File: config.mk
export PLATFORM = sky130hd
export DESIGN_NAME = aes_ctr_header_framer_flat
export DESIGN_NICKNAME = d
export VERILOG_FILES = /design/src/rtl/aes_ctr_header_framer_if.sv /design/src/rtl/aes_ctr_header_framer.sv /design/src/flat_wrapper.sv
export SDC_FILE = /design/constraint.sdc
export NUM_CORES = 1
export LEC_CHECK = 0
export CAP_MARGIN = 20
export CORE_MARGIN = 3
export CORE_UTILIZATION = 30
export DETAILED_ROUTE_END_ITERATION = 16
export SYNTH_ARGS = -nofsm -noshare
export SYNTH_HDL_FRONTEND = slang
export SYNTH_SLANG_ARGS = --single-unit
File: constraint.sdc
create_clock -name Clk -period 6.9 [get_ports Clk]
set_input_delay 1.38 -clock Clk [delete_from_list [all_inputs] [get_ports Clk]]
set_output_delay 1.38 -clock Clk [all_outputs]
set_load 0.1 [all_outputs]
File: src/rtl/aes_ctr_header_framer_if.sv
// Stream and configuration bundle between a key/IV source, the payload source,
// the header framer and the downstream AES-CTR core.
interface aes_ctr_header_framer_if #(
    parameter int AXIS_WIDTH = 64
);
    logic                    Cfg_valid;
    logic                    Cfg_ready;
    logic [255:0]            Cfg_key;
    logic [127:0]            Cfg_iv;

    logic                    S_axis_tvalid;
    logic                    S_axis_tready;
    logic [AXIS_WIDTH-1:0]   S_axis_tdata;
    logic [AXIS_WIDTH/8-1:0] S_axis_tkeep;
    logic                    S_axis_tlast;

    logic                    M_axis_tvalid;
    logic                    M_axis_tready;
    logic [AXIS_WIDTH-1:0]   M_axis_tdata;
    logic [AXIS_WIDTH/8-1:0] M_axis_tkeep;
    logic                    M_axis_tlast;
    logic                    M_axis_tuser;

    // Framer side
    modport slave (
        input  Cfg_valid, Cfg_key, Cfg_iv,
        output Cfg_ready,
        input  S_axis_tvalid, S_axis_tdata, S_axis_tkeep, S_axis_tlast,
        output S_axis_tready,
        output M_axis_tvalid, M_axis_tdata, M_axis_tkeep, M_axis_tlast, M_axis_tuser,
        input  M_axis_tready
    );

    // Environment side (config source, payload source and downstream core)
    modport master (
        output Cfg_valid, Cfg_key, Cfg_iv,
        input  Cfg_ready,
        output S_axis_tvalid, S_axis_tdata, S_axis_tkeep, S_axis_tlast,
        input  S_axis_tready,
        input  M_axis_tvalid, M_axis_tdata, M_axis_tkeep, M_axis_tlast, M_axis_tuser,
        output M_axis_tready
    );
endinterface

File: src/rtl/aes_ctr_header_framer.sv
// Prefixes every payload packet with the 256-bit key and 128-bit IV as header
// beats, then passes the payload through combinationally to the CTR core.
module aes_ctr_header_framer #(
    parameter int AXIS_WIDTH   = 64,
    parameter bit ENCRYPT_FLAG = 1'b1
) (
    input  logic                   Clk,
    input  logic                   Rst,
    aes_ctr_header_framer_if.slave bus,
    output logic                   Busy,
    output logic [15:0]            Pkt_count
);
    localparam int         KEY_BEATS = 256 / AXIS_WIDTH;
    localparam int         IV_BEATS  = 128 / AXIS_WIDTH;
    localparam logic [1:0] KEY_LAST  = 2'(KEY_BEATS - 1);
    localparam logic [1:0] IV_LAST   = 2'(IV_BEATS - 1);

    typedef enum logic [3:0] {
        IDLE    = 4'b0001,
        KEY     = 4'b0010,
        IV      = 4'b0100,
        PAYLOAD = 4'b1000
    } state_t;

    state_t                r_state;
    state_t                w_state_next;
    logic [1:0]            r_beat;
    logic                  r_cfg_loaded;
    logic [255:0]          r_key;
    logic [127:0]          r_iv;
    logic [15:0]           r_pkt_count;

    logic                  w_cfg_ready;
    logic                  w_cfg_hs;
    logic                  w_m_valid;
    logic                  w_m_hs;
    logic                  w_pkt_done;
    logic [AXIS_WIDTH-1:0] w_key_words [4];
    logic [AXIS_WIDTH-1:0] w_iv_words  [4];

    // Word tables padded to four entries so the 2-bit beat counter indexes them exactly
    for (genvar gi = 0; gi < 4; gi++) begin : g_words
        if (gi < KEY_BEATS) begin : g_key
            assign w_key_words[gi] = r_key[gi*AXIS_WIDTH +: AXIS_WIDTH];
        end else begin : g_key_pad
            assign w_key_words[gi] = '0;
        end
        if (gi < IV_BEATS) begin : g_iv
            assign w_iv_words[gi] = r_iv[gi*AXIS_WIDTH +: AXIS_WIDTH];
        end else begin : g_iv_pad
            assign w_iv_words[gi] = '0;
        end
    end

    assign w_cfg_hs   = bus.Cfg_valid & w_cfg_ready;
    assign w_m_hs     = w_m_valid & bus.M_axis_tready;
    assign w_pkt_done = (r_state == PAYLOAD) & w_m_hs & bus.S_axis_tlast;

    always_ff @(posedge Clk) begin
        if (Rst) begin
            r_state <= IDLE;
        end else begin
            r_state <= w_state_next;
        end
    end

    always_comb begin
        w_state_next = r_state;
        case (r_state)
            // A config handshake in the same cycle wins; the packet starts next cycle
            IDLE:    if (r_cfg_loaded && bus.S_axis_tvalid && !w_cfg_hs) w_state_next = KEY;
            KEY:     if (w_m_hs && r_beat == KEY_LAST) w_state_next = IV;
            IV:      if (w_m_hs && r_beat == IV_LAST)  w_state_next = PAYLOAD;
            PAYLOAD: if (w_pkt_done) w_state_next = IDLE;
            default: w_state_next = IDLE;
        endcase
    end

    always_comb begin
        w_cfg_ready       = 1'b0;
        w_m_valid         = 1'b0;
        bus.S_axis_tready = 1'b0;
        bus.M_axis_tdata  = '0;
        bus.M_axis_tkeep  = '0;
        bus.M_axis_tlast  = 1'b0;
        case (r_state)
            IDLE: w_cfg_ready = 1'b1;
            KEY: begin
                w_m_valid        = 1'b1;
                bus.M_axis_tdata = w_key_words[r_beat];
                bus.M_axis_tkeep = '1;
            end
            IV: begin
                w_m_valid        = 1'b1;
                bus.M_axis_tdata = w_iv_words[r_beat];
                bus.M_axis_tkeep = '1;
            end
            PAYLOAD: begin
                w_m_valid         = bus.S_axis_tvalid;
                bus.S_axis_tready = bus.M_axis_tready;
                if (bus.S_axis_tvalid) begin
                    bus.M_axis_tdata = bus.S_axis_tdata;
                    bus.M_axis_tkeep = bus.S_axis_tkeep;
                    bus.M_axis_tlast = bus.S_axis_tlast;
                end
            end
            default: w_cfg_ready = 1'b0;
        endcase
        bus.Cfg_ready     = w_cfg_ready;
        bus.M_axis_tvalid = w_m_valid;
        bus.M_axis_tuser  = w_m_valid ? ENCRYPT_FLAG : 1'b0;
    end

    always_ff @(posedge Clk) begin
        if (Rst) begin
            r_beat       <= '0;
            r_cfg_loaded <= 1'b0;
            r_key        <= '0;
            r_iv         <= '0;
            r_pkt_count  <= '0;
        end else begin
            if (r_state != w_state_next) begin
                r_beat <= '0;
            end else if ((r_state == KEY || r_state == IV) && w_m_hs) begin
                r_beat <= r_beat + 2'd1;
            end
            if (w_cfg_hs) begin
                r_cfg_loaded <= 1'b1;
                r_key        <= bus.Cfg_key;
                r_iv         <= bus.Cfg_iv;
            end
            if (w_pkt_done) begin
                r_pkt_count <= r_pkt_count + 16'd1;
            end
        end
    end

    assign Busy      = (r_state != IDLE);
    assign Pkt_count = r_pkt_count;
endmodule

File: src/flat_wrapper.sv
// flat-port wrapper written by rule: the top's interface ports become plain ports
module aes_ctr_header_framer_flat 
#(
    parameter int AXIS_WIDTH   = 64,
    parameter bit ENCRYPT_FLAG = 1'b1
)
  (Clk, Rst, Busy, Pkt_count, bus_Cfg_valid, bus_Cfg_key, bus_Cfg_iv, bus_Cfg_ready, bus_S_axis_tvalid, bus_S_axis_tdata, bus_S_axis_tkeep, bus_S_axis_tlast, bus_S_axis_tready, bus_M_axis_tvalid, bus_M_axis_tdata, bus_M_axis_tkeep, bus_M_axis_tlast, bus_M_axis_tuser, bus_M_axis_tready);
  aes_ctr_header_framer_if #(.AXIS_WIDTH(AXIS_WIDTH)) bus_i ();
  input  logic Clk;
  input  logic Rst;
  output logic Busy;
  output logic [15:0] Pkt_count;
  input wire logic [$bits(bus_i.Cfg_valid)-1:0] bus_Cfg_valid;
  input wire logic [$bits(bus_i.Cfg_key)-1:0] bus_Cfg_key;
  input wire logic [$bits(bus_i.Cfg_iv)-1:0] bus_Cfg_iv;
  output wire logic [$bits(bus_i.Cfg_ready)-1:0] bus_Cfg_ready;
  input wire logic [$bits(bus_i.S_axis_tvalid)-1:0] bus_S_axis_tvalid;
  input wire logic [$bits(bus_i.S_axis_tdata)-1:0] bus_S_axis_tdata;
  input wire logic [$bits(bus_i.S_axis_tkeep)-1:0] bus_S_axis_tkeep;
  input wire logic [$bits(bus_i.S_axis_tlast)-1:0] bus_S_axis_tlast;
  output wire logic [$bits(bus_i.S_axis_tready)-1:0] bus_S_axis_tready;
  output wire logic [$bits(bus_i.M_axis_tvalid)-1:0] bus_M_axis_tvalid;
  output wire logic [$bits(bus_i.M_axis_tdata)-1:0] bus_M_axis_tdata;
  output wire logic [$bits(bus_i.M_axis_tkeep)-1:0] bus_M_axis_tkeep;
  output wire logic [$bits(bus_i.M_axis_tlast)-1:0] bus_M_axis_tlast;
  output wire logic [$bits(bus_i.M_axis_tuser)-1:0] bus_M_axis_tuser;
  input wire logic [$bits(bus_i.M_axis_tready)-1:0] bus_M_axis_tready;
  assign bus_i.Cfg_valid = bus_Cfg_valid;
  assign bus_i.Cfg_key = bus_Cfg_key;
  assign bus_i.Cfg_iv = bus_Cfg_iv;
  assign bus_Cfg_ready = bus_i.Cfg_ready;
  assign bus_i.S_axis_tvalid = bus_S_axis_tvalid;
  assign bus_i.S_axis_tdata = bus_S_axis_tdata;
  assign bus_i.S_axis_tkeep = bus_S_axis_tkeep;
  assign bus_i.S_axis_tlast = bus_S_axis_tlast;
  assign bus_S_axis_tready = bus_i.S_axis_tready;
  assign bus_M_axis_tvalid = bus_i.M_axis_tvalid;
  assign bus_M_axis_tdata = bus_i.M_axis_tdata;
  assign bus_M_axis_tkeep = bus_i.M_axis_tkeep;
  assign bus_M_axis_tlast = bus_i.M_axis_tlast;
  assign bus_M_axis_tuser = bus_i.M_axis_tuser;
  assign bus_i.M_axis_tready = bus_M_axis_tready;
  aes_ctr_header_framer #(.AXIS_WIDTH(AXIS_WIDTH), .ENCRYPT_FLAG(ENCRYPT_FLAG)) u_core (.Clk(Clk), .Rst(Rst), .bus(bus_i), .Busy(Busy), .Pkt_count(Pkt_count));
endmodule
### Cell sizes after repair, run 1

Scale bar: 50 µm.
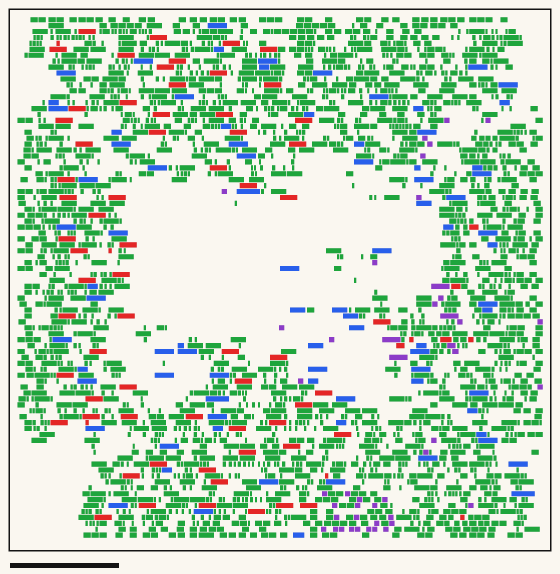
- drive 2: red (cells 75; share 2.9%)
- drive 6 and up: blue (cells 83; share 3.2%)
- drive 3 to 4: purple (cells 45; share 1.7%)
- drive 1 or less: green (cells 2407; share 92%)
fin worst setup slack: 1.06 ns
Buffers, non-clock: 573
cell area after layout: 25200 µm²

### Sequential cells coloured by netlist name, run 1

Scale bar: 50 µm.
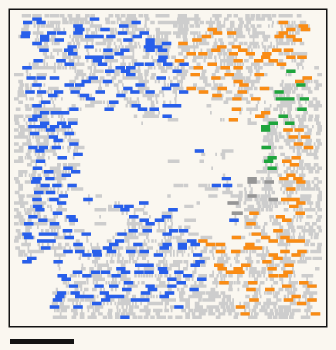
- u_core.r_key: blue (flops 256)
- u_core.r_iv: orange (flops 128)
- u_core.Pkt_count: green (flops 16)
- not coloured: 7
fraction of standard cell area that is sequential: 32.4%
final core occ: 43.6%
sequential cell area in the final layout: 8160 µm²
sequential-cell power consumption: 2.56 mW

==> flow_summary.rst, run 1 <==
Flow metrics
------------

.. list-table::
   :header-rows: 1

   * - Metric
     - Value
   * - Vias in the first global route
     - 16400
   * - Leading cell types by count after synthesis
     - sky130_fd_sc_hd__nand2_1 (783), sky130_fd_sc_hd__dfxtp_1 (407), sky130_fd_sc_hd__a21oi_1 (400)
   * - Number of top-level pins
     - around 560
   * - TritonCTS sink count
     - roughly 400
   * - Final Hold Violation Tally
     - 0
   * - # nets final
     - roughly 3000
   * - Count of library flops with an enable pin
     - 0
   * - Warnings from Yosys
     - 0
   * - Dpl cells
     - roughly 3300
   * - Global-route usage over all layers
     - about a fifth
   * - Top logic cell family in the synthesized netlist
     - simple AND/OR/NAND/NOR gates
   * - Distinct cell type count after synthesis
     - 42
   * - Clock network latency to the later pin of the worst-skew pair
     - approximately 0.57 ns
   * - Die width
     - 248 µm
   * - Cell area after placement
     - around 23000 µm²
   * - Fraction of synthesized cell area in xor and xnor cells
     - less than 1%
   * - Async S/R FF share, synth
     - 0%
   * - Highest achievable clock rate
     - between 150 and 200 MHz
   * - Max-slew violation count
     - 0
   * - Fin Hold WS
     - around 0.45 ns
   * - Outcome
     - finished clean
   * - Kind of path behind the tightest hold check
     - reg -> reg
   * - Multi-input combinational cell count
     - between 1500 and 2000
   * - DIE HEIGHT
     - around 250 µm
   * - RePlAce Congestion
     - between 0.9 and 1
   * - Count of endpoints failing setup in the final report
     - 0
   * - Max_cap viols
     - 0
   * - Tightest Pin Transition
     - 1.17 ns
   * - Cell taking the most area after synthesis
     - sky130_fd_sc_hd__dfxtp_1
   * - Number of gates resized after CTS
     - 0
   * - Min Tclk post-route
     - just under 6 ns
   * - Clock skew after layout
     - 0.0179 ns
   * - Overall chip area
     - around 61000 µm²
   * - Half-perimeter wire length of the detailed placement result
     - about 51000 µm
   * - Largest net degree at the start of global routing
     - around 230
   * - Synthesized area
     - 17600 µm²
   * - Average vias per placed instance
     - around 5
   * - Category of the worst setup path launch point
     - input pin
   * - H-tree levels
     - 2
   * - Peak supply drop
     - 0.000161 V
   * - Critical Setup Path Class
     - in -> out
   * - Slowest stage delay, CP
     - 1.13 ns
   * - Detailed-routed wire length on met3
     - approximately 4700 µm
   * - Clock tree from TritonCTS
     - yes
   * - Met2 Track Usage GR
     - ~33%
### Gate families picked out, run 1

Scale bar: 50 µm.
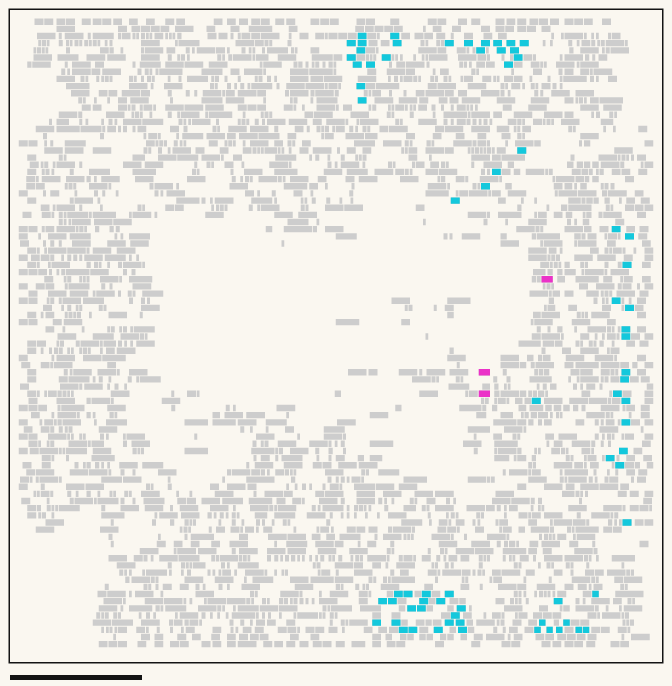
- adder and majority cells: magenta (cells 3; most used ha_1)
- AND-OR and OR-AND gates: cyan (cells 73; most used a221o_1)
Comb/total area: 34.3%
most frequent standard cell in the layout excluding fill and tap cells: sky130_fd_sc_hd__nand2_1
final non-filler cell total: 3385

### Track usage over the die, run 1

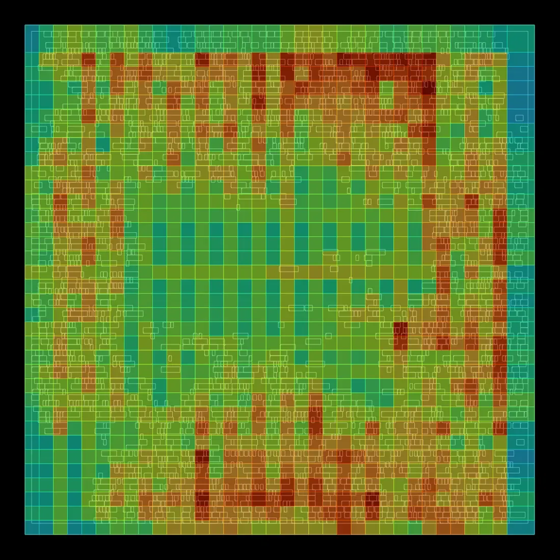
GR Util met1: 29.7%
final routed wire length divided by cell count: 20.4 µm
met3 global-route usage: 4.82%
global routing's busiest layer: met2

run 1: final timing paths:
check                    start              endpoint  slack, ns  depth (start not counted)
max reg2reg  u_core.r_state[0]       u_core.r_iv[23]       3.79                          5
max          bus_S_axis_tvalid  bus_M_axis_tdata[53]       1.06                          5
min           u_core.r_key[29]      u_core.r_key[29]       0.45                          2
min reg2reg   u_core.r_key[29]      u_core.r_key[29]       0.45                          2
run 1: where the power goes:
group / internal, mW / switching, mW
clock network: 1.63 / 1.01
registers: 2.49 / 0.0696
logic: 0.360 / 0.328
total: 4.47 / 1.40
run 1: sequential cells by signal (all words and copies together) (netlist names):
| name | count |
|---|---|
| u_core.r_key | 256 |
| u_core.r_beat | 2 |
| u_core.r_state | 4 |
| u_core.Pkt_count | 16 |
| u_core.r_iv | 128 |
| u_core.r_cfg_loaded | 1 |
==> inputs of run 2 (changes only) <==
Clock period 6.9 ns to 4.7 ns, I/O delays scaled along.
### Track usage over the die, run 2

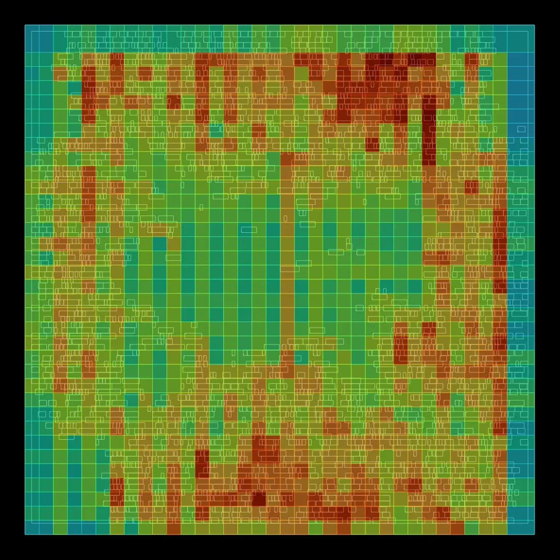
final routed wire length divided by cell count: 20.6 µm
met2 Track Usage GR: 33.9%

### Placed cells, one colour a class, run 2

Scale bar: 50 µm.
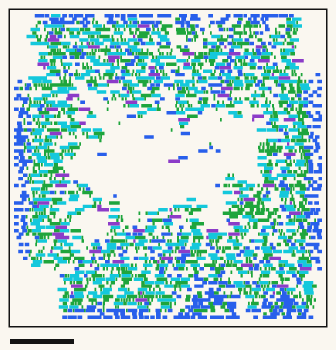
- flops: cyan (cells 407)
- other buffers and delay cells: blue (cells 583)
- all other logic: green (cells 1542)
- clock drivers and dummy loads: purple (cells 82)
final core occ: 44.1%
Floorplan Core Area: 57800 µm²
cell area after layout: 25500 µm²
row count: 88

### Gate families picked out, run 2

Scale bar: 50 µm.
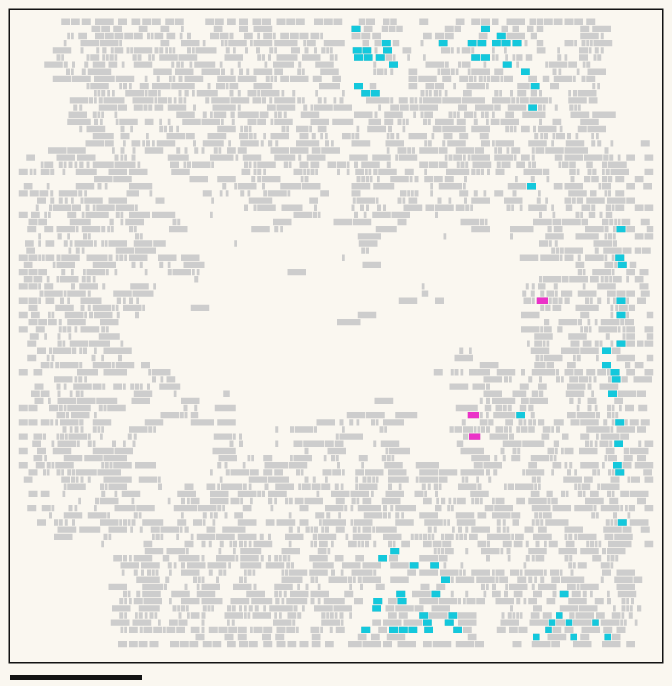
- adder and majority cells: magenta (cells 3; most used ha_1)
- AND-OR and OR-AND gates: cyan (cells 73; most used a221o_1)
final non-filler cell total: 3394
Comb/total area: 33.8%

==> run 2 against run 1 <==
Combinational power grew 49%. Critical path depth grew 1. Critical path type is now reg -> out. Routed wire length grew 1.3%. Utilization grew 0.59 points. Highest routed layer unchanged. Sequential cell count is the same. Non-clock buffer count grew 10. Final cell count grew 0.27%. Worst setup slack lost 0.61 ns. Largest power group is now sequential cells. First-iteration DRC count shrank 4.4%. Count of clock-buffer cells in the layout shrank 5.
==> flow_summary.rst, run 2 <==
Flow metrics
------------

.. list-table::
   :header-rows: 1

   * - Metric
     - Value
   * - TritonCTS sink count
     - 407
   * - Fin worst setup slack
     - around 0.45 ns
   * - Global-route usage over all layers
     - approximately 22%
   * - Net load switching power
     - just over 2 mW
   * - Die width
     - around 250 µm
   * - Sequential share of power
     - between 40 and 50%
   * - Distinct cell type count after synthesis
     - between 40 and 50
   * - Peak supply drop
     - 0.000230 V
   * - Average vias per placed instance
     - approximately 5.0
   * - Start point of the critical path
     - u_core.r_state[2]
   * - Power dissipated in combinational cells
     - 1.03 mW
   * - Max-slew violation count
     - 0
   * - Number of gates resized after CTS
     - 0
   * - Buffers, non-clock
     - between 500 and 600
   * - Cell area after placement
     - 24000 µm²
   * - Category of the worst setup path launch point
     - register
   * - Warnings from Yosys
     - 0
   * - Count of library flops with an enable pin
     - 0
   * - Share of total power in the clock network
     - approximately 43%
   * - Global routing's busiest layer
     - met2
   * - Overall chip area
     - 61400 µm²
   * - Register ranked first by flip-flop count
     - u_core.r_key
   * - Fraction of synthesized cell area in xor and xnor cells
     - 0.449%
   * - Top logic cell family in the synthesized netlist
     - simple AND/OR/NAND/NOR gates
   * - Vias in the first global route
     - between 15000 and 20000
   * - Outcome
     - finished clean
   * - Critical Setup Path Class
     - reg -> out
   * - Max_cap viols
     - 0
   * - Fraction of standard cell area that is sequential
     - 32.0%
   * - Number of top-level pins
     - roughly 560
   * - Largest net degree at the start of global routing
     - roughly 200
   * - Count of cell instances traversed by the critical path
     - 6
   * - Most frequent standard cell in the layout excluding fill and tap cells
     - sky130_fd_sc_hd__nand2_1
   * - Startpoint of the worst register-to-register path
     - u_core.r_state[0]
   * - DIE HEIGHT
     - ~250 µm
run 2: worst min-delay path by stage:
stage | endpoint | slack (ns) | cells after the start | from
6_report | u_core.r_key[193] | 0.45 | 2 | u_core.r_key[193]
5_1_grt | u_core.r_key[107] | 0.47 | 2 | u_core.r_key[107]
4_1_cts | u_core.r_key[188] | 0.45 | 2 | u_core.r_key[188]
3_5_place_dp | u_core.r_key[188] | 0.44 | 2 | u_core.r_key[188]
3_3_place_gp | u_core.r_key[206] | 0.44 | 2 | u_core.r_key[206]
2_1_floorplan | u_core.r_key[128] | 0.43 | 2 | u_core.r_key[128]
==> inputs of run 3 (changes only) <==
Settings changed: SETUP_SLACK_MARGIN from default to 0.15.
### Placed cells, one colour a class, run 3

Scale bar: 50 µm.
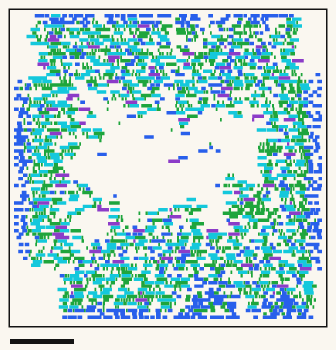
- clock drivers and dummy loads: purple (cells 82)
- other buffers and delay cells: blue (cells 583)
- flops: cyan (cells 407)
- all other logic: green (cells 1542)
fraction of standard cell area that is sequential: 32.0%

### Gate families picked out, run 3

Scale bar: 50 µm.
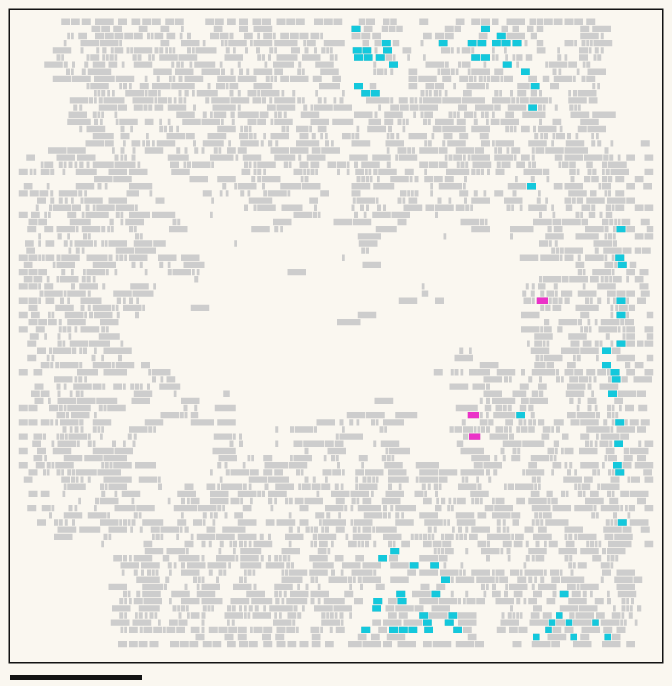

### Track usage over the die, run 3

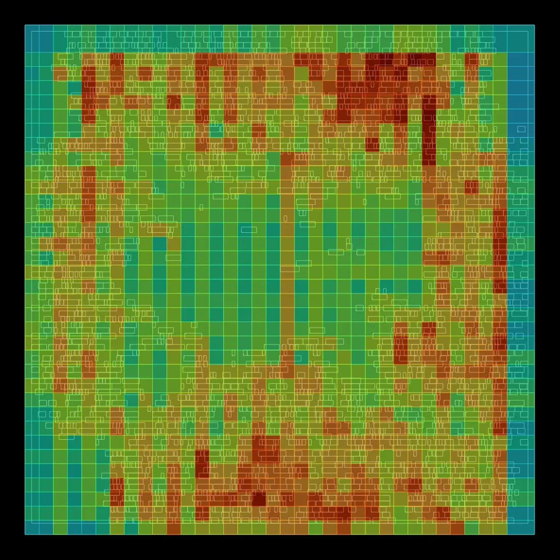
GR Util met1: 29.6%
met3 global-route usage: 5.57%
global-route usage over all layers: 21.8%

==> run 3 against run 2 <==
Count of clock-buffer cells in the layout unchanged. Sequential cell count unchanged. Maximum frequency unchanged. Global-route usage unchanged. First-iteration DRC count unchanged. Worst setup slack unchanged. Sequential power about the same. Register-to-register slack about the same. Largest cell class unchanged. Routed wire length unchanged.
==> flow_summary.rst, run 3 <==
Flow metrics
------------

.. list-table::
   :header-rows: 1

   * - Metric
     - Value
   * - Outcome
     - finished clean
   * - Power Internal
     - 6.33 mW
   * - Average vias per placed instance
     - roughly 5
   * - Floorplan Core Area
     - between 50000 and 60000 µm²
   * - Sequential-cell power consumption
     - roughly 3.8 mW
   * - Power dissipated in combinational cells
     - 1.03 mW
   * - Row count
     - 88
   * - Most frequent standard cell in the layout excluding fill and tap cells
     - sky130_fd_sc_hd__nand2_1
   * - Global routing's busiest layer
     - met2
   * - Clock group
     - 3.56 mW
   * - Count of library flops with an enable pin
     - 0
   * - Largest net degree at the start of global routing
     - about 200
   * - Met2 Track Usage GR
     - between 30% and 40%
   * - Switching Share
     - about a quarter
   * - Register ranked first by flip-flop count
     - u_core.r_key
   * - Clock network latency to the later pin of the worst-skew pair
     - around 0.56 ns
   * - Start point of the critical path
     - u_core.r_state[2]
   * - Cell area after layout
     - between 20000 and 30000 µm²
   * - Clock skew after layout
     - 0.0103 ns
   * - Die width
     - between 200 and 250 µm
   * - Top logic cell family in the synthesized netlist
     - simple AND/OR/NAND/NOR gates
   * - Min Tclk post-route
     - ~4.3 ns
   * - Number of top-level pins
     - 556
   * - Detailed-routed wire length on met3
     - 5030 µm
   * - Final core occ
     - 44.1%
   * - Tightest Pin Transition
     - 1.09 ns
   * - Number of gates resized after CTS
     - 0
   * - Number of flip-flops in the largest register
     - between 200 and 300
   * - Share of total power in the clock network
     - a little over two fifths
   * - Leading power group
     - sequential cells
   * - Cell taking the most area after synthesis
     - sky130_fd_sc_hd__dfxtp_1
run 3: cell counts after synthesis:
Identical to the previous run, type by type.
run 3: final cells by class:
class | instances | area, µm² | area share (%)
sequential | 407 | 8160 | 32.0
clock buffer | 72 | 1390 | 5.46
tap | 765 | 957 | 3.75
inverter | 5 | 18.8 | 0.0736
clock inverter | 10 | 104 | 0.407
timing repair buffer | 583 | 6220 | 24.4
antenna | 15 | 37.5 | 0.147
multi-input combinational | 1537 | 8630 | 33.8
run 3: worst paths after layout:
check / cells past startpoint / slack, ns / to
setup / recovery: 6 / 0.45 / bus_M_axis_tdata[0]
hold / removal: 2 / 0.45 / u_core.r_key[193]
setup reg to reg: 5 / 1.94 / u_core.r_key[184]
hold reg to reg: 2 / 0.45 / u_core.r_key[193]
Power and IR drop assume default switching activity.
